`config.mk`:
```
export PLATFORM = sky130hd
export DESIGN_NAME = ram_collect_mux
export DESIGN_NICKNAME = d
export VERILOG_FILES = /design/src/rtl/ram_collect_mux.sv
export SDC_FILE = /design/constraint.sdc
export NUM_CORES = 1
export LEC_CHECK = 0
export CAP_MARGIN = 10
export CELL_PAD_IN_SITES_DETAIL_PLACEMENT = 0
export CELL_PAD_IN_SITES_GLOBAL_PLACEMENT = 1
export CORE_UTILIZATION = 26
export DETAILED_ROUTE_END_ITERATION = 6
export PLACE_DENSITY = 0.87
export SLEW_MARGIN = 20
export SYNTH_ARGS = -nofsm -noshare
export SYNTH_HDL_FRONTEND = slang
export SYNTH_SLANG_ARGS = --single-unit
```
`constraint.sdc`:
```
create_clock -name CLOCK -period 2.7 [get_ports CLOCK]
set_clock_uncertainty 0.1 [all_clocks]
set_input_delay 0.405 -clock CLOCK [delete_from_list [all_inputs] [get_ports CLOCK]]
set_output_delay 0.405 -clock CLOCK [all_outputs]
set_load 0.02 [all_outputs]
```
`src/rtl/ram_collect_mux.sv`:
```
// ram_collect_mux: round-robin collector that writes neuron-unit result words back to RAM.
// Optional COLLECT_WRCOUNT_EN adds the 16-bit completed-write counter output wr_count.
module ram_collect_mux #(
    parameter int unsigned WIDTH     = 32,
    parameter int unsigned N_UNITS   = 6,
    parameter int unsigned ADDR_W    = 8,
    parameter int unsigned BASE_ADDR = 0
) (
    input  logic                       CLOCK,
    input  logic                       RESET_N,
    input  logic [N_UNITS*WIDTH-1:0]   unit_result,
    input  logic [N_UNITS-1:0]         unit_valid,
    output logic [N_UNITS-1:0]         unit_ack,
    output logic [3:0]                 unit_sel,
    output logic [WIDTH-1:0]           ram_wdata,
    output logic [ADDR_W-1:0]          ram_addr,
    output logic                       ram_we,
    input  logic                       ram_ready,
    input  logic                       clear,
    output logic                       busy,
    output logic                       all_done
`ifdef COLLECT_WRCOUNT_EN
    ,
    output logic [15:0]                wr_count
`endif
);

    localparam int unsigned SEL_W = 4;
    localparam int          NU    = int'(N_UNITS);
    localparam logic [N_UNITS-1:0] ALL_WRITTEN = '1;

    typedef enum logic [1:0] {
        ST_IDLE  = 2'd0,
        ST_WRITE = 2'd1,
        ST_ACK   = 2'd2
    } state_t;

    state_t               state_q, state_d;
    logic [SEL_W-1:0]     ptr_q, ptr_d;
    logic [N_UNITS-1:0]   written_q, written_d;
    logic [N_UNITS-1:0]   unit_ack_q, unit_ack_d;
    logic [SEL_W-1:0]     unit_sel_q, unit_sel_d;
    logic [WIDTH-1:0]     ram_wdata_q, ram_wdata_d;
    logic [ADDR_W-1:0]    ram_addr_q, ram_addr_d;
    logic                 ram_we_q, ram_we_d;
    logic                 busy_q, busy_d;
    logic                 all_done_q, all_done_d;

    logic                 any_valid_c;
    logic [SEL_W-1:0]     pick_c;
    logic [WIDTH-1:0]     pick_word_c;
    logic [N_UNITS-1:0]   sel_onehot_c;
    logic                 complete_c;
    logic [SEL_W-1:0]     lo_idx_c;
    logic [SEL_W-1:0]     hi_idx_c;
    logic                 hi_found_c;

    // Round-robin pick: lowest valid index at/after ptr, else lowest valid overall (wrap).
    always_comb begin
        lo_idx_c   = '0;
        hi_idx_c   = '0;
        hi_found_c = 1'b0;
        for (int k = NU - 1; k >= 0; k--) begin
            if (unit_valid[k]) begin
                lo_idx_c = SEL_W'(k);
                if (SEL_W'(k) >= ptr_q) begin
                    hi_idx_c   = SEL_W'(k);
                    hi_found_c = 1'b1;
                end
            end
        end
        any_valid_c = |unit_valid;
        pick_c      = hi_found_c ? hi_idx_c : lo_idx_c;
    end

    always_comb begin
        pick_word_c = '0;
        for (int k = 0; k < NU; k++) begin
            if (pick_c == SEL_W'(k)) begin
                pick_word_c = unit_result[k*int'(WIDTH) +: WIDTH];
            end
        end
    end

    always_comb begin
        sel_onehot_c = '0;
        for (int k = 0; k < NU; k++) begin
            sel_onehot_c[k] = (unit_sel_q == SEL_W'(k));
        end
    end

    // Collection FSM: latch in IDLE, hold the write until accepted, one ack cycle.
    always_comb begin
        state_d     = state_q;
        ptr_d       = ptr_q;
        unit_ack_d  = '0;
        unit_sel_d  = unit_sel_q;
        ram_wdata_d = ram_wdata_q;
        ram_addr_d  = ram_addr_q;
        ram_we_d    = ram_we_q;
        complete_c  = 1'b0;
        case (state_q)
            ST_IDLE: begin
                if (any_valid_c) begin
                    unit_sel_d  = pick_c;
                    ram_wdata_d = pick_word_c;
                    ram_addr_d  = ADDR_W'(BASE_ADDR + 32'(pick_c));
                    ram_we_d    = 1'b1;
                    state_d     = ST_WRITE;
                end
            end
            ST_WRITE: begin
                if (ram_ready) begin
                    complete_c = 1'b1;
                    ram_we_d   = 1'b0;
                    unit_ack_d = sel_onehot_c;
                    ptr_d      = (unit_sel_q == SEL_W'(N_UNITS - 1)) ? '0
                                                                     : unit_sel_q + SEL_W'(1);
                    state_d    = ST_ACK;
                end
            end
            ST_ACK: begin
                state_d = ST_IDLE;
            end
            default: begin
                state_d  = ST_IDLE;
                ram_we_d = 1'b0;
            end
        endcase
        busy_d = (state_d != ST_IDLE);
    end

    // Round tracker: a full round self-clears one cycle after all_done; clear keeps a same-cycle completion.
    always_comb begin
        written_d = (written_q == ALL_WRITTEN) ? '0 : written_q;
        if (clear) begin
            written_d = '0;
        end
        if (complete_c) begin
            written_d = written_d | sel_onehot_c;
        end
        all_done_d = complete_c && (written_d == ALL_WRITTEN);
    end

    always_ff @(posedge CLOCK or negedge RESET_N) begin
        if (!RESET_N) begin
            state_q     <= ST_IDLE;
            ptr_q       <= '0;
            written_q   <= '0;
            unit_ack_q  <= '0;
            unit_sel_q  <= '0;
            ram_wdata_q <= '0;
            ram_addr_q  <= '0;
            ram_we_q    <= 1'b0;
            busy_q      <= 1'b0;
            all_done_q  <= 1'b0;
        end else begin
            state_q     <= state_d;
            ptr_q       <= ptr_d;
            written_q   <= written_d;
            unit_ack_q  <= unit_ack_d;
            unit_sel_q  <= unit_sel_d;
            ram_wdata_q <= ram_wdata_d;
            ram_addr_q  <= ram_addr_d;
            ram_we_q    <= ram_we_d;
            busy_q      <= busy_d;
            all_done_q  <= all_done_d;
        end
    end

    assign unit_ack  = unit_ack_q;
    assign unit_sel  = unit_sel_q;
    assign ram_wdata = ram_wdata_q;
    assign ram_addr  = ram_addr_q;
    assign ram_we    = ram_we_q;
    assign busy      = busy_q;
    assign all_done  = all_done_q;

`ifdef COLLECT_WRCOUNT_EN
    logic [15:0] wr_count_q, wr_count_d;

    // Completed-write counter; a completion coincident with clear counts as the first write.
    always_comb begin
        wr_count_d = clear ? 16'd0 : wr_count_q;
        if (complete_c) begin
            wr_count_d = wr_count_d + 16'd1;
        end
    end

    always_ff @(posedge CLOCK or negedge RESET_N) begin
        if (!RESET_N) begin
            wr_count_q <= '0;
        end else begin
            wr_count_q <= wr_count_d;
        end
    end

    assign wr_count = wr_count_q;
`endif

endmodule

```
==> results.json, run 1 <==
{
  "clkCellAreaFrac_pct": 2.19,
  "critical_path.top_delay_family": "AND-OR/OR-AND gates",
  "post-dp-hpwl_mm": 12.3,
  "yosys_cells": 366,
  "tightest_slew_ns": 0.752,
  "vias_per_cell": 5.16,
  "grt_pass1_vias": 4352,
  "crit_path_end_kind": "register",
  "clkTransAtPathRegs_ns": 0.08,
  "layout.cells.non_filler": 818,
  "first_pass_iters": 4,
  "cts_root_buf": "clkbuf_16",
  "final_cell_mix": "clkdlybuf4s50_1, mux2i_1, dfrtp_1",
  "power_leakage_uw": 0.00282,
  "compound_area_share_pct": 33.0,
  "finalHoldViolCount": 0,
  "hold_ws_ns": 0.155,
  "dominant_cells": "buffers",
  "final.clkbuf_count": 5,
  "layout_top_cell": "clkdlybuf4s50_1",
  "top_power_group": "combinational logic",
  "met2_length_mm": 7.86,
  "reg2reg_to": "ram_wdata[8]",
  "synth_warnings": 0,
  "gr-max-usage-layer": "met2",
  "cts_buffers": 5,
  "yosysSeqAreaShare_pct": 37.1,
  "cts_tree": "done",
  "globalplace.congestion": 0.875,
  "timing.final.crit_period_ns": 2.63,
  "fp-utilization_pct": 26.9,
  "swShare_pct": 42.4,
  "hold_buffers": 0,
  "peakVddDrop_v": 0.000567,
  "path_cells": "clkdlybuf4s50_1 > a21boi_2 > buf_4 > a21oi_1 > a31oi_4 > nor2_8 > buf_12 > mux2i_1 > o221ai_1 > o221a_2",
  "placementRows": 43,
  "post-cts-setup-buffers": 0,
  "flop_area_um2": 1400,
  "crit_path_end": "ram_wdata[8]",
  "pwr-share-seq_pct": 19.6,
  "ff_type": "dfrtp_1",
  "cts_sinks": 56,
  "n_antenna_cell": 1,
  "drt_iter0_markers": 226,
  "cp.depth": 10,
  "rrSetupSlack_ns": 0.18,
  "crit_start": "unit_valid[2]",
  "top_cells_by_count": "mux2i_1, dfrtp_1, a211oi_1, o221a_2, o221ai_1",
  "top_area_cell": "dfrtp_1",
  "fin_ws_ns": 0.0735,
  "io_buffer_count": 248,
  "n_fill_cell": 1291,
  "ys_sh_mux_pct": 15.1,
  "top_area_share_pct": 37.1,
  "syn_area_um2": 3770,
  "maxCapViolCount": 0,
  "synth-seq-cells": 56,
  "post_cts_resized": 0,
  "xor_share_pct": 0,
  "htreeDepth": 2,
  "io_pins": 255,
  "die_w_um": 122,
  "outcome": "finished clean",
  "cp_slowest_cell": "clkdlybuf4s50_1",
  "final_antenna_net_count": 0,
  "critPathBufInv": 3,
  "logic_family": "AND-OR/OR-AND gates",
  "die_area_um2": 15000,
  "placed_area_um2": 6770,
  "tns_ns": 0,
  "seq_cells": 56,
  "drc": 0,
  "grt_antenna_before_repair": 1,
  "reg2reg_from": "ptr_q[1]",
  "vias": 4217,
  "slew_violations": 0,
  "edf_count": 0,
  "crit_path_start_kind": "primary input",
  "n_all_inverters": 4,
  "power_density_nw_per_um2": 1060,
  "critPathMaxStageDelay_ns": 0.46,
  "max_freq_mhz": 381,
  "reg2reg_depth": 9,
  "comb_area_share_pct": 31.2,
  "cp.arrival_ns": 2.72,
  "n_tap_cell": 180,
  "comb-power_uw": 5230,
  "placedCellCount": 804,
  "gr-usage-met1_pct": 24.2,
  "slew-limit-headroom_pct": 49.9,
  "hp-class": "primary input to async pin",
  "p_comb_share_pct": 71.0,
  "warning_count": 26,
  "syn2layout_area_growth_pct": 84.7,
  "fin_crit_sh_pct": 97.3,
  "rsz0062_at_grt": "false",
  "signal_buffers": 299,
  "top_cells_by_area": "dfrtp_1, mux2i_1, o221a_2, o221ai_1, a211oi_1",
  "p_total_uw": 7370,
  "final_nets": 839,
  "syn_area_per_cell_um2": 10.3,
  "async_reset_ff_share_pct": 100,
  "grt_pass1_wl_mm": 22.8,
  "drive_gt1_share_pct": 15.7,
  "final_util_pct": 49.6,
  "crit_type": "primary input to register",
  "wl_met3_um": 834,
  "grt_max_degree": 57,
  "met3_usage_pct": 4.00,
  "largest_register_ffs": 32,
  "ys_chip_area_um2": 3770,
  "cp_max_fo": 29,
  "ys_types": 53,
  "power.switching_uw": 3130,
  "overflow": 0
}
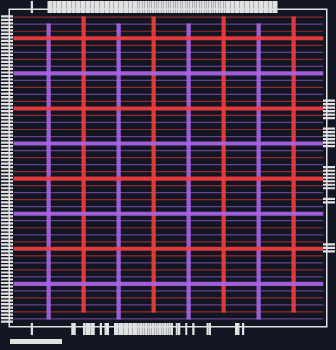
(run_1/floorplan.png)
Bar = 20 um. Pins as bars on the die edge.
colour	net
red	VDD
purple	VSS
signal pins	255
rows	43
met4 straps	8
met1 rails	44
Core Area: 14000 um^2
die height: 122 um

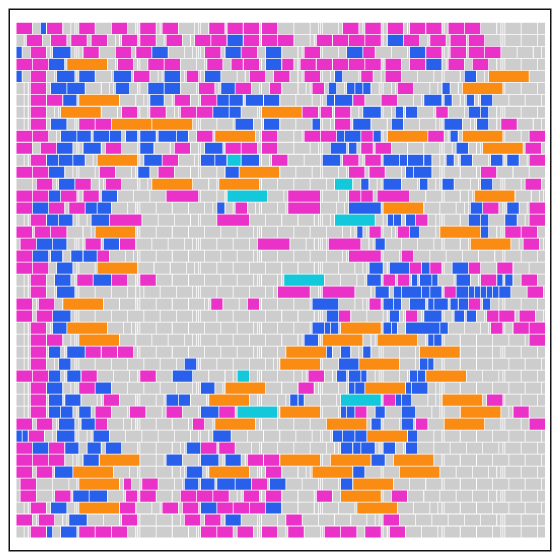
(run_1/class_map.png)
Fill, decap, tap and diode cells in grey.
colour	class	cells
magenta	remaining buffers and delay cells	299
orange	registers	56
blue	remaining logic cells	274
cyan	clock drivers and dummy loads	8
fin area: 6970 um^2
Seq area share: 20.1%

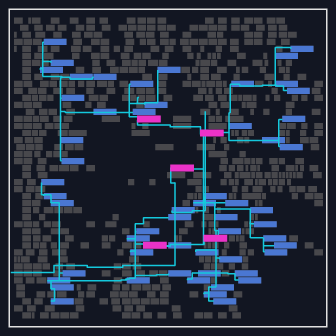
(run_1/clock_wires.png)
[magenta] clock-net drivers | count: 5
[blue] flip-flops | count: 56
[cyan] clock wires | length: 826 um
flops lie	spread over the die
Clk pwr share: 9.4%
Late-Pin Clk Latency: 0.30 ns
Clock group: 695 uW

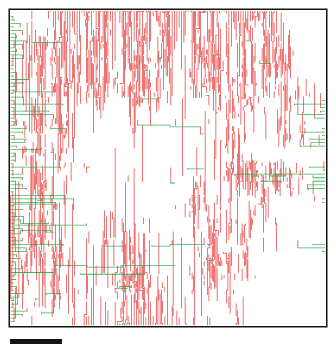
(run_1/layers.png)
Bar = 20 um. Two of the layers only.
colour	layer	wire length
red	M2	7860 um
green	M3	834 um
final WL: 15.5 mm
GRT Overall Usage: 20.0%
WL per Instance: 18.9 um

==> run_1/clock_nets.png <==
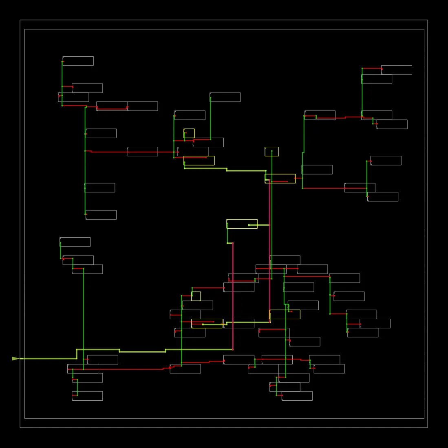

==> inputs of run 2 (changes only) <==
- CORE_MARGIN: not set -> 2
- SKIP_LAST_GASP: not set -> 1
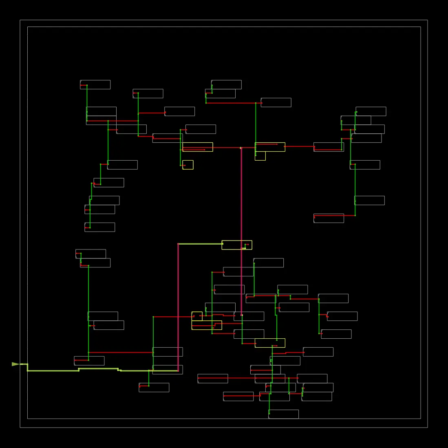
(run_2/clock_nets.png)
Clock group: 675 uW
clock sinks: 56
Num CTS Buffers: 5
CLK BUF: 5

==> run 2 against run 1 <==
Effect of this change: global-route usage is 0.77 points lower; count of clock-buffer cells in the layout stayed put; wire length is 0.92% lower; first-iteration DRC count is 1.8% higher; combinational power is 1% higher; critical endpoint is now ram_wdata[5]; non-clock buffer count is 1 lower; via count is 0.47% higher; critical path type unchanged; power is 0.60% higher; flip-flop count stayed put; sequential power hardly changed; setup slack worse by 0.028 ns.
==> results.json, run 2 <==
{
  "critPathBufInv": 3,
  "cp.depth": 11,
  "reg2reg_from": "ptr_q[2]",
  "critical_path.top_delay_family": "AND-OR/OR-AND gates",
  "cts_tree": "done",
  "drt_iter0_markers": 230,
  "die_area_um2": 15500,
  "reg2reg_depth": 10,
  "gr-max-usage-layer": "met2",
  "gr-usage-met1_pct": 23.4,
  "clkCellAreaFrac_pct": 2.17,
  "slew-limit-headroom_pct": 51.1,
  "top_area_cell": "dfrtp_1",
  "grt_antenna_before_repair": 0,
  "grt_max_degree": 57,
  "globalplace.congestion": 0.946,
  "edf_count": 0,
  "tightest_slew_ns": 0.734,
  "hold_buffers": 0,
  "cts_root_buf": "clkbuf_16",
  "avgRoutedWirePerCell_um": 18.7,
  "final_antenna_net_count": 0,
  "outcome": "finished clean",
  "rrSetupSlack_ns": 0.15,
  "maxCapViolCount": 0,
  "crit_path_end": "ram_wdata[5]",
  "fin_crit_sh_pct": 98.3,
  "yosysSeqAreaShare_pct": 37.1,
  "post-cts-setup-buffers": 0,
  "synth-seq-cells": 56,
  "seq_share_pct": 20.1,
  "hp-class": "primary input to async pin",
  "crit_type": "primary input to register",
  "slew_violations": 0,
  "p_total_uw": 7410,
  "final_nets": 838,
  "met3_usage_pct": 3.48,
  "pwr-share-seq_pct": 19.7,
  "placed_area_um2": 6790,
  "ys_types": 53,
  "fp-utilization_pct": 26.3,
  "first_pass_iters": 4,
  "die_w_um": 124,
  "crit_start": "unit_valid[5]",
  "layout.cells.non_filler": 820,
  "timing.final.crit_period_ns": 2.66,
  "n_all_inverters": 4,
  "placedCellCount": 811,
  "syn2layout_area_growth_pct": 84.9,
  "syn_area_um2": 3770,
  "signal_buffers": 298,
  "overflow": 0,
  "top_cells_by_area": "dfrtp_1, mux2i_1, o221a_2, o221ai_1, a211oi_1",
  "grt_pass1_vias": 4394,
  "final_util_pct": 48.6,
  "syn_area_per_cell_um2": 10.3,
  "die_h_um": 124,
  "top_cells_by_count": "mux2i_1, dfrtp_1, a211oi_1, o221a_2, o221ai_1",
  "power.switching_uw": 3130,
  "n_fill_cell": 1341,
  "track_usage_pct": 19.3,
  "seq_cells": 56,
  "largest_register_ffs": 32,
  "path_cells": "clkdlybuf4s50_1 > o21bai_1 > a21oi_2 > a32o_1 > a31oi_4 > nor2_8 > buf_12 > buf_12 > mux2i_1 > o221ai_1 > o221a_2",
  "compound_area_share_pct": 33.0
}
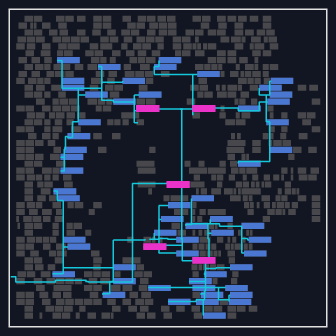
(run_2/clock_wires.png)
[cyan] clock wires | length: 776 um
[blue] flip-flops | count: 56
[magenta] clock-net drivers | count: 5
flops lie	spread over the die
routed clock nets	6
Clk pwr share: 9.1%

Power is estimated from default activity; no workload was simulated.
